$ cat src/rtl/led_seq_ctrl.sv
// LED pattern sequencer (OFF / BLINK / CHASE / COUNT) stepped by a base-tick prescaler.
// Optional build macro LED_SEQ_CTRL_DIM_EN gates lit LEDs down to 25% duty.
//
// state  | meaning
// S_IDLE | no pattern running, ready for a command
// S_LOAD | one cycle: clear timing, set initial pattern
// S_RUN  | pattern advances every latched-period base ticks
module led_seq_ctrl #(
   parameter int unsigned TICK_DIV = 26_000_000,
   parameter int unsigned N_LED    = 4
) (
   input  logic             sysclk,
   input  logic             rst,
   input  logic             cmd_valid,
   input  logic [1:0]       cmd_mode,
   input  logic [7:0]       cmd_period,
   output logic             cmd_ready,
   output logic [N_LED-1:0] led,
   output logic             busy
);
   localparam logic [31:0] TICK_LAST = 32'(TICK_DIV - 1);
   localparam logic [1:0]  M_BLINK   = 2'd1;
   localparam logic [1:0]  M_CHASE   = 2'd2;
   localparam logic [1:0]  M_COUNT   = 2'd3;

   typedef enum logic [1:0] {S_IDLE, S_LOAD, S_RUN} state_t;

   state_t           state_q, state_d;
   logic [31:0]      presc_q, presc_d;
   logic [7:0]       step_q, step_d;
   logic [1:0]       mode_q, mode_d;
   logic [7:0]       period_q, period_d;
   logic [N_LED-1:0] pat_q, pat_d;
   logic [N_LED-1:0] led_q;
   logic             tick;
   logic             accept;

   assign tick      = (presc_q == TICK_LAST);
   assign cmd_ready = (state_q != S_LOAD);
   assign accept    = cmd_valid && cmd_ready;
   assign busy      = (state_q == S_RUN);

   function automatic logic [N_LED-1:0] initial_pat(input logic [1:0] mode);
      case (mode)
         M_BLINK: return '1;
         M_CHASE: return N_LED'(1);
         default: return '0;
      endcase
   endfunction

   function automatic logic [N_LED-1:0] advance(input logic [1:0] mode,
                                                input logic [N_LED-1:0] pat);
      case (mode)
         M_BLINK: return ~pat;
         M_CHASE: return {pat[N_LED-2:0], pat[N_LED-1]};
         M_COUNT: return pat + N_LED'(1);
         default: return '0;
      endcase
   endfunction

   always_comb begin
      state_d  = state_q;
      presc_d  = tick ? 32'd0 : presc_q + 32'd1;
      step_d   = step_q;
      mode_d   = mode_q;
      period_d = period_q;
      pat_d    = pat_q;

      // The command is captured on the accept edge so it is stable throughout LOAD.
      if (accept) begin
         mode_d   = cmd_mode;
         period_d = (cmd_period == 8'd0) ? 8'd1 : cmd_period;
      end

      case (state_q)
         S_IDLE: begin
            if (accept) state_d = S_LOAD;
         end
         S_LOAD: begin
            presc_d = 32'd0;
            step_d  = 8'd0;
            pat_d   = initial_pat(mode_q);
            state_d = (mode_q != 2'd0) ? S_RUN : S_IDLE;
         end
         S_RUN: begin
            if (accept) begin
               state_d = S_LOAD;
            end else if (tick) begin
               if (step_q + 8'd1 == period_q) begin
                  step_d = 8'd0;
                  pat_d  = advance(mode_q, pat_q);
               end else begin
                  step_d = step_q + 8'd1;
               end
            end
         end
         default: state_d = S_IDLE;
      endcase
   end

   always_ff @(posedge sysclk) begin
      if (rst) begin
         state_q  <= S_IDLE;
         presc_q  <= 32'd0;
         step_q   <= 8'd0;
         mode_q   <= 2'd0;
         period_q <= 8'd0;
         pat_q    <= '0;
         led_q    <= '0;
      end else begin
         state_q  <= state_d;
         presc_q  <= presc_d;
         step_q   <= step_d;
         mode_q   <= mode_d;
         period_q <= period_d;
         pat_q    <= pat_d;
         led_q    <= pat_q;
      end
   end

`ifdef LED_SEQ_CTRL_DIM_EN
   logic [1:0] dim_q;

   always_ff @(posedge sysclk) begin
      if (rst) dim_q <= 2'd0;
      else     dim_q <= dim_q + 2'd1;
   end

   assign led = (dim_q == 2'd0) ? led_q : '0;
`else
   assign led = led_q;
`endif

endmodule

$ cat config.mk
export PLATFORM = sky130hd
export DESIGN_NAME = led_seq_ctrl
export DESIGN_NICKNAME = d
export VERILOG_FILES = /design/src/rtl/led_seq_ctrl.sv
export SDC_FILE = /design/constraint.sdc
export NUM_CORES = 1
export LEC_CHECK = 0
export CAP_MARGIN = 20
export CELL_PAD_IN_SITES_DETAIL_PLACEMENT = 1
export CELL_PAD_IN_SITES_GLOBAL_PLACEMENT = 1
export CORE_UTILIZATION = 47
export CTS_BUF_LIST = sky130_fd_sc_hd__clkbuf_8
export DETAILED_ROUTE_END_ITERATION = 10
export PLACE_DENSITY_LB_ADDON = 0.15
export SETUP_SLACK_MARGIN = 0.4
export SYNTH_ARGS = -nofsm -noshare
export SYNTH_HDL_FRONTEND = slang
export SYNTH_SLANG_ARGS = --single-unit
$ cat constraint.sdc
create_clock -name sysclk -period 2.7 [get_ports sysclk]
set_input_delay 0.54 -clock sysclk [delete_from_list [all_inputs] [get_ports sysclk]]
set_output_delay 0.54 -clock sysclk [all_outputs]
set_load 0.02 [all_outputs]
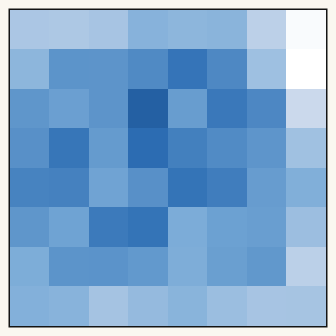
**Above:** run 1 (cell density map).
8 x 8 tiles, from white (low) to dark blue (high), 0 to 100% covered.
- mean over tiles: 52%
- emptiest ninth of the die: top right
- nearly empty tiles: 1.6%
- fullest tile: 81%
- tiles over 75% full: 3.1%
core box area: 6460 µm²
Util after Layout: 0.585
FP Core Util: 0.495

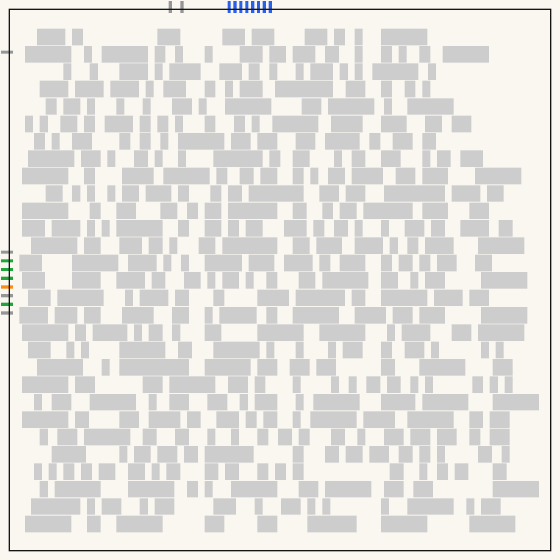
**Above:** run 1 (ports around the boundary).
Pins as bars across the die edge, other pins in grey.
- `led`: green (pins 4; direction output; edge left)
- `rst`: orange (pins 1; direction input; edge left)
- `cmd_period`: blue (pins 8; direction input; edge top)
- all pins by edge: 10 top, 9 left
IO Port Bufs: 18
die height: 84.5 µm

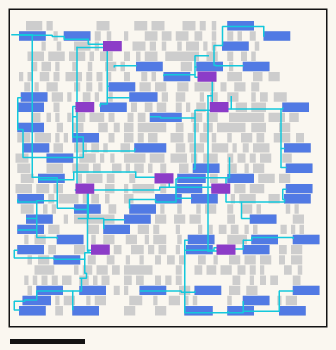
**Above:** run 1 (clock wires, drivers and flops).
Scale bar: 20 µm.
- clock drivers: purple (count 9)
- clock wires: cyan (length 845 µm)
- flip-flops: blue (count 60)
- routed clock nets: 10
clk_lat worst skew: 0.34 ns
clock-net power: 825 µW

==> qor.yml, run 1 <==
status:
  status: "finished, final reports clean"
routing:
  drtPass1Iterations: 4
  viasPerCell: 5.76
  met1_length_um: 4040
yosys:
  adder_share: 0.0509
  synth_warnings: 0
  fp_nets: 398
  yosysChipArea_um2: 3200
  ys_types: 52
  ys_seq_share: 0.376
  yosys-top-cells-count: "60 x dfxtp_1, 47 x nor2_1, 34 x nand2_1"
  netlist_instances: 372
power:
  powerComb_uw: 208
  intPower_uw: 1420
  irDropWorstVdd_v: 0.000399
  switching_share: 0.276
  power_switching_uw: 543
layout:
  antenna_cells: 0
  drive_gt1_frac: 0.162
place:
  place_congestion: 0.887
setup_path:
  critPathMaxFanout: 6
  path_class: "flip-flop to flip-flop"
  crit_start: "presc_q[29]"
clock_network:
  cts_tree: "done"
  cts_hold_buffers: 0
flow_run:
  cap_violations: 0
worst_hold_path:
  min_path_cells: 1
global_routing:
  met3_usage: 0.0511
timing:
  setup_viol: 0
==> run 2: changes to the inputs <==
Clock period 2.7 ns to 2.1 ns, I/O delays scaled along.
==> qor.yml, run 2 <==
status:
  status: "aborted with a tool error"
  stop_error: "[ERROR DPL-0033] detailed placement checks failed during check placement."
  haltStage: "5_1_grt"
die:
  fp_util: 0.495
  fp-row-count: 29
  dieHeight_um: 84.5
yosys:
  top_cell: "dfxtp_1"
  yosys-top-cells-count: "60 x dfxtp_1, 47 x nor2_1, 34 x nand2_1"
  synth_top_area_share: 0.376
  async_flop_share: 0
  yosysChipArea_um2: 3200
  synth_warnings: 0
  ys_seq_share: 0.376
  fp_nets: 398
  netlist_instances: 372
  adder_share: 0.0509
clock_network:
  cts_hold_buffers: 0
  cts_resized: 64
place:
  place_congestion: 0.814
  io_buffers: 18
==> run 3: changes to the inputs <==
Settings changed: CELL_PAD_IN_SITES_DETAIL_PLACEMENT 1 to unset, CELL_PAD_IN_SITES_GLOBAL_PLACEMENT 1 to unset, CORE_UTILIZATION 47 to 40, CTS_BUF_LIST sky130_fd_sc_hd__clkbuf_8 to unset, SETUP_SLACK_MARGIN 0.4 to unset.
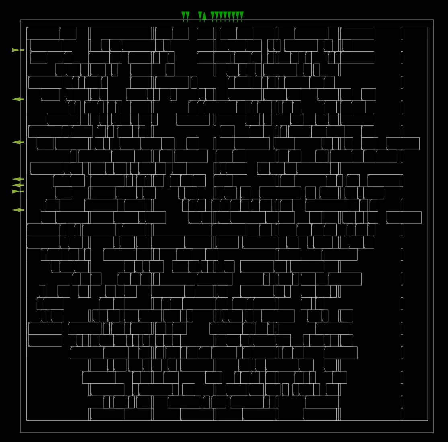
**Above:** run 3 (placement view).
Rows: 32
seq_cells: 60
non-filler cells, final: 535

==> qor.yml, run 3 <==
clock_network:
  cts_hold_buffers: 0
  clk_latency_ns: 0.34
  cts_resized: 6
  cts_tree: "done"
worst_hold_path:
  min_path_cells: 2
layout:
  drive_gt1_frac: 0.219
  final_util: 0.521
die:
  core_area_um2: 7730
power:
  power_uw: 2420
  power_switching_uw: 663
  switching_share: 0.274
  intPower_uw: 1750
  powerClk_uw: 936
routing:
  viasPerCell: 5.15
  met1_length_um: 3700
  drtPass1Iterations: 4
yosys:
  top_cell: "dfxtp_1"
  ys_seq_share: 0.376
  netlist_instances: 372
  ys_types: 52
  fp_nets: 398
  yosys-top-cells-count: "60 x dfxtp_1, 47 x nor2_1, 34 x nand2_1"
  synth_warnings: 0
  async_flop_share: 0
  synth_top_area_share: 0.376
place:
  place_congestion: 0.831
  io_buffers: 18
timing:
  setup_viol: 8
  setup_ws_ns: -0.0886
status:
  status: "finished, violations left"
  violations: "setup timing"
setup_path:
  crit_start: "step_q[0]"
  critPathMaxFanout: 6
  path_class: "flip-flop to flip-flop"
flow_run:
  cap_violations: 0
Power is estimated from default activity; no workload was simulated.
